placement_by_type.png
Bar = 50 µm.
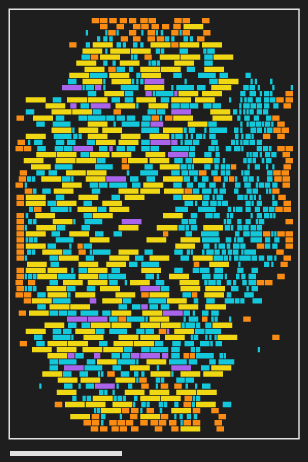
congestion.png
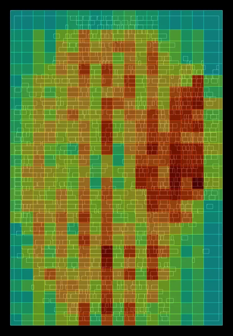
===== src/rtl/regfile_writeback_queue.sv =====
// Write-side front end of the register file.
// Merges the in-order pipeline writeback (WB, always first) with results from the
// long-latency unit (LU), which wait in a small FIFO. A later WB write to the same
// register marks queued LU entries as killed, so a stale LU value never overwrites a
// newer one. A per-register pending mask lets the hazard unit stall readers.
//
// Handshake: the LU offers a result with lu_valid. It is pushed at the posedge where
// lu_valid && lu_ready. lu_ready depends only on occupancy and rst, never on lu_valid,
// and it stays low while full even if a pop happens in the same cycle.
module regfile_writeback_queue #(
    parameter int DEPTH  = 4,
    parameter int DATA_W = 32,
    parameter int ADDR_W = 5
) (
    input  logic                     clk,
    input  logic                     rst,
    input  logic                     wb_regWrite,
    input  logic [ADDR_W-1:0]        wb_writeReg,
    input  logic [DATA_W-1:0]        wb_writeData,
    input  logic                     lu_valid,
    output logic                     lu_ready,
    input  logic [ADDR_W-1:0]        lu_writeReg,
    input  logic [DATA_W-1:0]        lu_writeData,
    output logic                     regWrite,
    output logic [ADDR_W-1:0]        writeReg,
    output logic [DATA_W-1:0]        writeData,
    output logic [31:0]              pending,
    output logic [$clog2(DEPTH):0]   count
);

    localparam int PTR_W = $clog2(DEPTH);
    localparam int CNT_W = PTR_W + 1;
    localparam logic [CNT_W-1:0] FULL_CNT = CNT_W'(DEPTH);

    // FIFO storage: data, destination register, kill flag per slot
    logic [DATA_W-1:0] data_q [DEPTH];
    logic [DATA_W-1:0] data_d [DEPTH];
    logic [ADDR_W-1:0] dst_q  [DEPTH];
    logic [ADDR_W-1:0] dst_d  [DEPTH];
    logic [DEPTH-1:0]  kill_q;
    logic [DEPTH-1:0]  kill_d;

    logic [PTR_W-1:0]  wr_ptr_q, wr_ptr_d;
    logic [PTR_W-1:0]  rd_ptr_q, rd_ptr_d;
    logic [CNT_W-1:0]  count_q,  count_d;

    // Registered write port towards the register file
    logic              regWrite_q,  regWrite_d;
    logic [ADDR_W-1:0] writeReg_q,  writeReg_d;
    logic [DATA_W-1:0] writeData_q, writeData_d;

    logic [DEPTH-1:0]  slot_valid;
    logic              wb_do;
    logic              fifo_empty;
    logic              fifo_full;
    logic              push;
    logic              pop;
    logic              head_kill;
    logic              push_kill;

    // A WB write to r0 is treated as idle
    assign wb_do      = wb_regWrite && (wb_writeReg != '0);
    assign fifo_empty = (count_q == '0);
    assign fifo_full  = (count_q == FULL_CNT);
    assign lu_ready   = !fifo_full && !rst;
    assign push       = lu_valid && lu_ready;
    assign pop        = !wb_do && !fifo_empty;
    assign head_kill  = kill_q[rd_ptr_q];
    // Entry born dead: targets r0, or the same register WB writes at this very edge
    assign push_kill  = (lu_writeReg == '0) ||
                        (wb_do && (lu_writeReg == wb_writeReg));

    // Mark which slots hold queued entries (distance from read pointer < count)
    always_comb begin
        slot_valid = '0;
        for (int i = 0; i < DEPTH; i++) begin
            slot_valid[i] = ({1'b0, PTR_W'(i) - rd_ptr_q} < count_q);
        end
    end

    // FIFO next state: WAW kills, push, pop, occupancy
    always_comb begin
        data_d   = data_q;
        dst_d    = dst_q;
        kill_d   = kill_q;
        wr_ptr_d = wr_ptr_q;
        rd_ptr_d = rd_ptr_q;
        count_d  = count_q;

        if (wb_do) begin
            for (int i = 0; i < DEPTH; i++) begin
                if (slot_valid[i] && (dst_q[i] == wb_writeReg)) begin
                    kill_d[i] = 1'b1;
                end
            end
        end

        // Push slot is never a valid slot because pushes are refused when full
        if (push) begin
            data_d[wr_ptr_q] = lu_writeData;
            dst_d[wr_ptr_q]  = lu_writeReg;
            kill_d[wr_ptr_q] = push_kill;
            wr_ptr_d         = wr_ptr_q + PTR_W'(1);
        end

        if (pop) begin
            rd_ptr_d = rd_ptr_q + PTR_W'(1);
        end

        case ({push, pop})
            2'b10:   count_d = count_q + CNT_W'(1);
            2'b01:   count_d = count_q - CNT_W'(1);
            default: count_d = count_q;
        endcase
    end

    // Select what goes to the register-file port: WB first, then live FIFO head
    always_comb begin
        regWrite_d  = 1'b0;
        writeReg_d  = writeReg_q;
        writeData_d = writeData_q;
        if (wb_do) begin
            regWrite_d  = 1'b1;
            writeReg_d  = wb_writeReg;
            writeData_d = wb_writeData;
        end else if (pop && !head_kill) begin
            regWrite_d  = 1'b1;
            writeReg_d  = dst_q[rd_ptr_q];
            writeData_d = data_q[rd_ptr_q];
        end
    end

    // Pending mask: one-hot destinations of queued, non-killed entries
    always_comb begin
        pending = '0;
        for (int i = 0; i < DEPTH; i++) begin
            if (slot_valid[i] && !kill_q[i]) begin
                pending = pending | (32'(1) << dst_q[i]);
            end
        end
        pending[0] = 1'b0;
    end

    // State registers with asynchronous reset
    always_ff @(posedge clk or posedge rst) begin
        if (rst) begin
            for (int i = 0; i < DEPTH; i++) begin
                data_q[i] <= '0;
                dst_q[i]  <= '0;
            end
            kill_q      <= '0;
            wr_ptr_q    <= '0;
            rd_ptr_q    <= '0;
            count_q     <= '0;
            regWrite_q  <= 1'b0;
            writeReg_q  <= '0;
            writeData_q <= '0;
        end else begin
            data_q      <= data_d;
            dst_q       <= dst_d;
            kill_q      <= kill_d;
            wr_ptr_q    <= wr_ptr_d;
            rd_ptr_q    <= rd_ptr_d;
            count_q     <= count_d;
            regWrite_q  <= regWrite_d;
            writeReg_q  <= writeReg_d;
            writeData_q <= writeData_d;
        end
    end

    assign regWrite  = regWrite_q;
    assign writeReg  = writeReg_q;
    assign writeData = writeData_q;
    assign count     = count_q;

endmodule

===== config.mk =====
export PLATFORM = sky130hd
export DESIGN_NAME = regfile_writeback_queue
export DESIGN_NICKNAME = d
export VERILOG_FILES = /design/src/rtl/regfile_writeback_queue.sv
export SDC_FILE = /design/constraint.sdc
export NUM_CORES = 1
export LEC_CHECK = 0
export CAP_MARGIN = 5
export CORE_ASPECT_RATIO = 1.5
export CORE_MARGIN = 2
export CORE_UTILIZATION = 45
export DETAILED_ROUTE_END_ITERATION = 7
export GPL_ROUTABILITY_DRIVEN = 0
export PLACE_DENSITY = 0.72
export SYNTH_ARGS = -nofsm -noshare
export SYNTH_HDL_FRONTEND = slang
export SYNTH_SLANG_ARGS = --single-unit

===== constraint.sdc =====
create_clock -name clk -period 7.19 [get_ports clk]
set_input_delay 1.0785 -clock clk [delete_from_list [all_inputs] [get_ports clk]]
set_output_delay 1.0785 -clock clk [all_outputs]
set_load 0.005 [all_outputs]

==> impl_metrics.toml <==
# implementation run metrics
[outcome]
outcome = "complete, no violations"

[setup_path]
r2r-end = "writeReg[4]$_DFFE_PP0P_"
required_time_of_the_worst_setup_path_ns = 6.11
worst-setup-path-type = "reg -> out"
timing.critical_path.to = "pending[23]"
startpoint_type = "register"
crit_path_max_fanout = 18
data_arrival_time_of_the_worst_path_ns = 3.79
cp_top_family = "AND-OR/OR-AND gates"
path_depth = 8
timing.reg2reg.setup_slack_ns = 4.46
slowest_stage = "sky130_fd_sc_hd__a2111oi_1"
crit_start = "rd_ptr_q[1]$_DFFE_PP0P_"
critical_path.endpoint_type = "primary output"

[clocking]
h-tree-depth = 4
clock_sink_count = 197
clock_tree.root_cell = "sky130_fd_sc_hd__clkbuf_16"
worstSkewPairLatency_ns = 0.43
clkSlewWorstSetupHoldPaths_ns = 0.07
numCtsBuffers = 17
cts_tree = "done"

[cells_and_area]
final.signal_buffer_count = 160
nNetsFinal = 1083
registers.top_by_ff_count = "data_q"
dominant_cells = "multi-input combinational cells"
inverters_excl_clock = 16
nMultiInputCombCells = 603
comb_share = 0.408
finish.cell_count_without_fillers = 1288
drive_above_1_share = 0.229
largest_register_ff_count = 128
clkbuf_count = 18
comb_gate_area_um2 = 5150
ff_count = 197

[job]
warnings = 32
max_cap_violations = 0

[global_routing]
global_route_wire_length_before_repair_mm = 44.3
maximum_number_of_pins_on_one_net_before_global_route_repair = 139

[power_and_ir_drop]
power.share.switching = 0.380
net-switching-power_mw = 2.18
irDropWorstVdd_uv = 181
comb_power_share = 0.465
powerDensity_nw_per_um2 = 455
report.power.total_mw = 5.74
power.group.top = "combinational logic"
clockNetworkPower_uw = 893
internal-power_mw = 3.56

[sta]
setup_viol = 0
tns_ns = 0
skew_ns = 0.00929
final.period_utilization = 0.677
relative_max_transition_margin = 0.138
final.hold.worst_slack_ns = 0.486
setup_slack_ns = 2.32
slew_violations = 0

[routing]
detail_route.wirelength.met1_mm = 11.0
routed-via-count = 7757
drcViolationCount = 0
drtAntennaViolNets = 0
route.final.wire_length_mm = 27.7

[logic_synthesis]
yosys_warnings = 0
yosys_register_bits = 197
synth_chip_area_um2 = 10500
synth_stat.cells = 886
synth-xor-area-share = 0.0267
top_area_frac = 0.470
area_of_the_mapped_netlist_um2 = 10500
number_of_distinct_library_cells_after_synthesis = 56
number_of_flops_mapped_to_enable_cells_by_yosys = 0
main_area_contributors = "sky130_fd_sc_hd__dfrtp_1 (47%), sky130_fd_sc_hd__mux2_2 (13%), sky130_fd_sc_hd__mux4_2 (8.2%), sky130_fd_sc_hd__nand2_1 (4.1%), sky130_fd_sc_hd__mux2_1 (2.5%)"
post-synth-top-area-cell = "sky130_fd_sc_hd__dfrtp_1"
area_fraction_in_and_or_nand_and_nor_cells_after_synthesis = 0.108
postSynth.asyncResetShare = 1.00

[floorplanning]
core_area_um2 = 23000
well_tap_count = 280
die_extent_in_x_um = 129

[placement]
dpl_cell_area_um2 = 12100
io_buffer_count = 150
place_ws_ns = 2.83

[hold_path]
worst_hold_path.endpoint = "data_q[12]$_DFFE_PP0P_"
worst_hold_startpoint = "data_q[12]$_DFFE_PP0P_"
-- placement_by_type.png (at the start) --
| colour | class | cells | share of their area |
|---|---|---|---|
| cyan | combinational and other logic | 619 | 43% |
| purple | clock drivers and dummy loads | 31 | 4.4% |
| orange | other buffers and delay cells | 160 | 13% |
| yellow | flops | 197 | 40% |
Layout Cell Area excl Fill: 12600 µm²
register fraction of the total cell area: 0.391

-- congestion.png (at the start) --
Global Route met3 Usage: 0.0344
Tot GR Track Use: 0.234
met2 routing resource usage after global routing: 0.409
layer with the highest usage: met2

[placed cells by master, fill, tap and decap left out, types with 10 or more instances in the layout]
master / n
sky130_fd_sc_hd__nand2_1: 111
sky130_fd_sc_hd__clkdlybuf4s50_1: 150
sky130_fd_sc_hd__a31oi_1: 33
sky130_fd_sc_hd__inv_1: 15
sky130_fd_sc_hd__nor2_1: 23
sky130_fd_sc_hd__mux2_2: 125
sky130_fd_sc_hd__o211ai_1: 30
sky130_fd_sc_hd__nor3_1: 41
sky130_fd_sc_hd__a22oi_1: 29
sky130_fd_sc_hd__buf_4: 10
sky130_fd_sc_hd__mux4_2: 38
sky130_fd_sc_hd__mux2_1: 23
sky130_fd_sc_hd__xor2_1: 28
sky130_fd_sc_hd__dfrtp_1: 195
sky130_fd_sc_hd__clkbuf_16: 17
